## src/rtl/seven_seg_scanner_pkg.sv

```systemverilog
// Shared definitions for the 4-digit 7-segment scanner: active-low glyphs,
// scan FSM encoding and the all-anodes-off pattern.
package seven_seg_scanner_pkg;

    localparam logic [6:0] SEG_0    = 7'h40;
    localparam logic [6:0] SEG_1    = 7'h79;
    localparam logic [6:0] SEG_2    = 7'h24;
    localparam logic [6:0] SEG_3    = 7'h30;
    localparam logic [6:0] SEG_4    = 7'h19;
    localparam logic [6:0] SEG_5    = 7'h12;
    localparam logic [6:0] SEG_6    = 7'h02;
    localparam logic [6:0] SEG_7    = 7'h78;
    localparam logic [6:0] SEG_8    = 7'h00;
    localparam logic [6:0] SEG_9    = 7'h10;
    localparam logic [6:0] SEG_DASH = 7'h3F;
    localparam logic [6:0] SEG_OFF  = 7'h7F;

    localparam logic [3:0] ANODES_OFF = 4'b1111;

    typedef enum logic {
        ST_GUARD = 1'b0,
        ST_SHOW  = 1'b1
    } scan_state_e;

    // Active-low enable for a single digit position.
    function automatic logic [3:0] anode_sel(input logic [1:0] idx);
        anode_sel = ~(4'b0001 << idx);
    endfunction

endpackage

```

## src/rtl/seven_seg_scanner_bcd_to_seg.sv

```systemverilog
// Combinational BCD to active-low 7-segment decoder; non-decimal codes show a dash.
module bcd_to_seg
    import seven_seg_scanner_pkg::*;
(
    input  logic [3:0] bcd_i,
    output logic [6:0] seg_o
);

    // Glyph lookup.
    always_comb begin
        seg_o = SEG_DASH;
        case (bcd_i)
            4'd0:    seg_o = SEG_0;
            4'd1:    seg_o = SEG_1;
            4'd2:    seg_o = SEG_2;
            4'd3:    seg_o = SEG_3;
            4'd4:    seg_o = SEG_4;
            4'd5:    seg_o = SEG_5;
            4'd6:    seg_o = SEG_6;
            4'd7:    seg_o = SEG_7;
            4'd8:    seg_o = SEG_8;
            4'd9:    seg_o = SEG_9;
            default: seg_o = SEG_DASH;
        endcase
    end

endmodule

```

## src/rtl/seven_seg_scanner.sv

```systemverilog
// Time-multiplexed 4-digit common-anode driver with guard slots, leading-zero
// blanking, saturation blink and per-frame input latching.
module seven_seg_scanner
    import seven_seg_scanner_pkg::*;
#(
    parameter int REFRESH_DIV = 50000,
    parameter int GUARD       = 4
) (
    input  logic       sys_clk,
    input  logic       reset_n,
    input  logic [3:0] bcd3,
    input  logic [3:0] bcd2,
    input  logic [3:0] bcd1,
    input  logic [3:0] bcd0,
    input  logic       si,
    input  logic       blink_src,
    input  logic       blank_lz,
    output logic [3:0] an,
    output logic [6:0] seg,
    output logic       dp,
    output logic       frame_done
);

    localparam int SLOT_MAX = (REFRESH_DIV > GUARD) ? REFRESH_DIV : GUARD;
    localparam int CNT_W    = (SLOT_MAX > 2) ? $clog2(SLOT_MAX) : 1;
    localparam logic [CNT_W-1:0] SHOW_LAST  = CNT_W'(REFRESH_DIV - 1);
    localparam logic [CNT_W-1:0] GUARD_LAST = CNT_W'(GUARD - 1);

    scan_state_e      state_q, state_d;
    logic [CNT_W-1:0] cnt_q, cnt_d;
    logic [1:0]       idx_q, idx_d;
    logic             load_s;

    logic [3:0][3:0]  dig_q;
    logic             si_q, blz_q;
    logic             blink_s1_q, blink_s2_q;

    logic [3:0]       blank_s;
    logic [6:0]       glyph_s;
    logic [3:0]       an_d;
    logic [6:0]       seg_d;
    logic             dp_d;

    bcd_to_seg u_dec (
        .bcd_i (dig_q[idx_q]),
        .seg_o (glyph_s)
    );

    // Slot sequencing: the shared counter restarts on every state change.
    always_comb begin
        state_d = state_q;
        cnt_d   = cnt_q + 1'b1;
        idx_d   = idx_q;
        load_s  = 1'b0;
        case (state_q)
            ST_GUARD: begin
                if (cnt_q == GUARD_LAST) begin
                    state_d = ST_SHOW;
                    cnt_d   = '0;
                end else begin
                    state_d = ST_GUARD;
                end
            end
            ST_SHOW: begin
                if (cnt_q == SHOW_LAST) begin
                    state_d = ST_GUARD;
                    cnt_d   = '0;
                    idx_d   = idx_q + 2'd1;
                    load_s  = (idx_q == 2'd3);
                end else begin
                    state_d = ST_SHOW;
                end
            end
            default: begin
                state_d = ST_GUARD;
                cnt_d   = '0;
            end
        endcase
    end

    // Blanking chain runs from the most significant digit downwards.
    always_comb begin
        blank_s    = 4'b0000;
        blank_s[3] = blz_q && (dig_q[3] == 4'd0);
        blank_s[2] = blank_s[3] && (dig_q[2] == 4'd0);
        blank_s[1] = blank_s[2] && (dig_q[1] == 4'd0);
        blank_s[0] = 1'b0;
    end

    // Next output values derived from the current slot.
    always_comb begin
        an_d  = ANODES_OFF;
        seg_d = SEG_OFF;
        dp_d  = 1'b1;
        if (state_q == ST_SHOW) begin
            seg_d = glyph_s;
            dp_d  = !(si_q && (idx_q == 2'd0));
            if (!blank_s[idx_q] && !(si_q && !blink_s2_q)) begin
                an_d = anode_sel(idx_q);
            end else begin
                an_d = ANODES_OFF;
            end
        end else begin
            an_d = ANODES_OFF;
        end
    end

    // FSM, counter, index and the blink synchroniser.
    always_ff @(posedge sys_clk or negedge reset_n) begin
        if (!reset_n) begin
            state_q    <= ST_GUARD;
            cnt_q      <= '0;
            idx_q      <= 2'd0;
            blink_s1_q <= 1'b0;
            blink_s2_q <= 1'b0;
        end else begin
            state_q    <= state_d;
            cnt_q      <= cnt_d;
            idx_q      <= idx_d;
            blink_s1_q <= blink_src;
            blink_s2_q <= blink_s1_q;
        end
    end

    // Frame shadow registers, refreshed only at the frame boundary.
    always_ff @(posedge sys_clk or negedge reset_n) begin
        if (!reset_n) begin
            dig_q <= '0;
            si_q  <= 1'b0;
            blz_q <= 1'b0;
        end else if (load_s) begin
            dig_q <= {bcd3, bcd2, bcd1, bcd0};
            si_q  <= si;
            blz_q <= blank_lz;
        end else begin
            dig_q <= dig_q;
            si_q  <= si_q;
            blz_q <= blz_q;
        end
    end

    // Output registers.
    always_ff @(posedge sys_clk or negedge reset_n) begin
        if (!reset_n) begin
            an         <= ANODES_OFF;
            seg        <= SEG_OFF;
            dp         <= 1'b1;
            frame_done <= 1'b0;
        end else begin
            an         <= an_d;
            seg        <= seg_d;
            dp         <= dp_d;
            frame_done <= load_s;
        end
    end

endmodule
```

## config.mk

```make
export PLATFORM = sky130hd
export DESIGN_NAME = seven_seg_scanner
export DESIGN_NICKNAME = d
export VERILOG_FILES = /design/src/rtl/seven_seg_scanner_pkg.sv /design/src/rtl/seven_seg_scanner_bcd_to_seg.sv /design/src/rtl/seven_seg_scanner.sv
export SDC_FILE = /design/constraint.sdc
export NUM_CORES = 1
export LEC_CHECK = 0
export CAP_MARGIN = 30
export CORE_MARGIN = 2
export CORE_UTILIZATION = 52
export DETAILED_ROUTE_END_ITERATION = 10
export HOLD_SLACK_MARGIN = 0.02
export PLACE_DENSITY = 0.76
export SETUP_SLACK_MARGIN = 0.02
export SYNTH_ARGS = -nofsm -noshare
export SYNTH_HDL_FRONTEND = slang
export SYNTH_SLANG_ARGS = --single-unit
```

## constraint.sdc

```tcl
create_clock -name sys_clk -period 5.62 [get_ports sys_clk]
set_input_delay 1.405 -clock sys_clk [delete_from_list [all_inputs] [get_ports sys_clk]]
set_output_delay 1.405 -clock sys_clk [all_outputs]
set_load 0.05 [all_outputs]
```

### Floorplan with the power grid

Bar = 20 um. Pins as bars on the die edge.
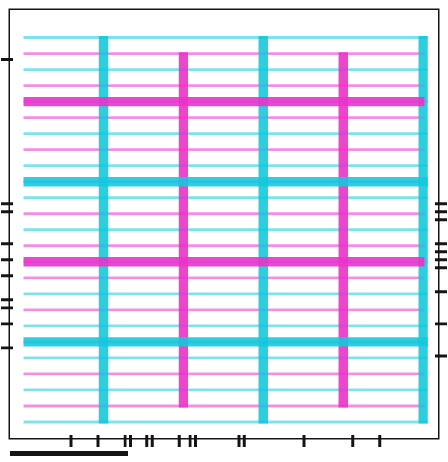
[VSS] cyan
[VDD] magenta
met5 straps: 4
signal pins: 34
met4 straps: 5
rows: 24

### Cells colored by class

Bar = 20 um.
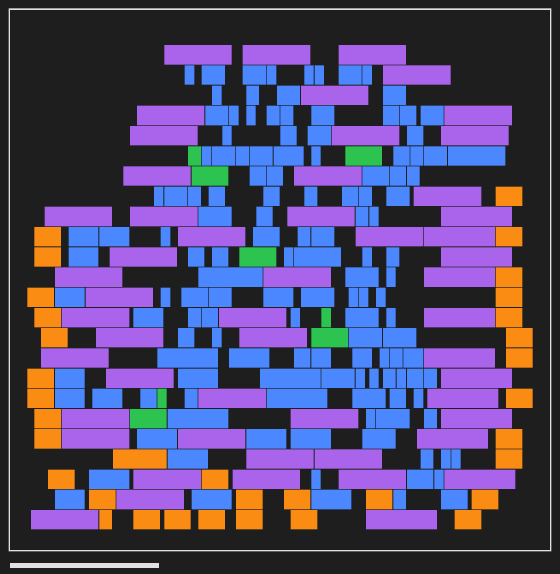
[registers] purple | cells: 52
[remaining logic cells] blue | cells: 135
[remaining buffers and delay cells] orange | cells: 34
[clock drivers and dummy loads] green | cells: 8
fraction of area in registers: 0.4523
post-layout instance area: 0.002910 mm^2
Placement Rows: 24
post-layout utilization of the core: 0.6548
placeable core region: 0.004444 mm^2

==> results.py <==
# Auto-generated metrics
metrics = {
    "logic_synthesis": {
        "postSynthAreaPerCell_um2": 12.71,
        "ys_sh_simple": 0.1434,
        "xor_share_synth": 0.04643,
        "synth_stat.cells": 193,
        "top_cell": "sky130_fd_sc_hd__dfrtp_1",
        "edf_count": 0,
        "ys_area_mm2": 0.002452,
    },
    "sta": {
        "timing.hold.ws_ps": 352.4,
        "fin_crit_sh": 0.5381,
    },
    "power_and_ir_drop": {
        "power-per-cell-area_mw_per_mm2": 232.5,
    },
    "global_routing": {
        "via_count_of_the_first_global_routing_pass": 1493,
        "grt.overflow.total": 0,
    },
    "run_status": {
        "status": "finished clean",
    },
    "place": {
        "post-dp-hpwl_um": 3073,
        "placed_area_mm2": 0.002829,
    },
    "finish": {
        "clk_buffers": 7,
        "buf_share": 0.1187,
        "regArea_mm2": 0.001316,
        "insertedDiodeCount": 0,
    },
    "setup_path": {
        "timing.critical_path.from_type": "flop",
        "crit-reg2reg-launch": "idx_q[0]",
        "worst_setup_path_end_kind": "output port",
    },
    "route": {
        "initialDrtViolationCount": 108,
        "antenna_violating_nets_post_route": 0,
        "detail_route.vias_per_cell": 5.512,
    },
}
Power and IR drop assume default switching activity.
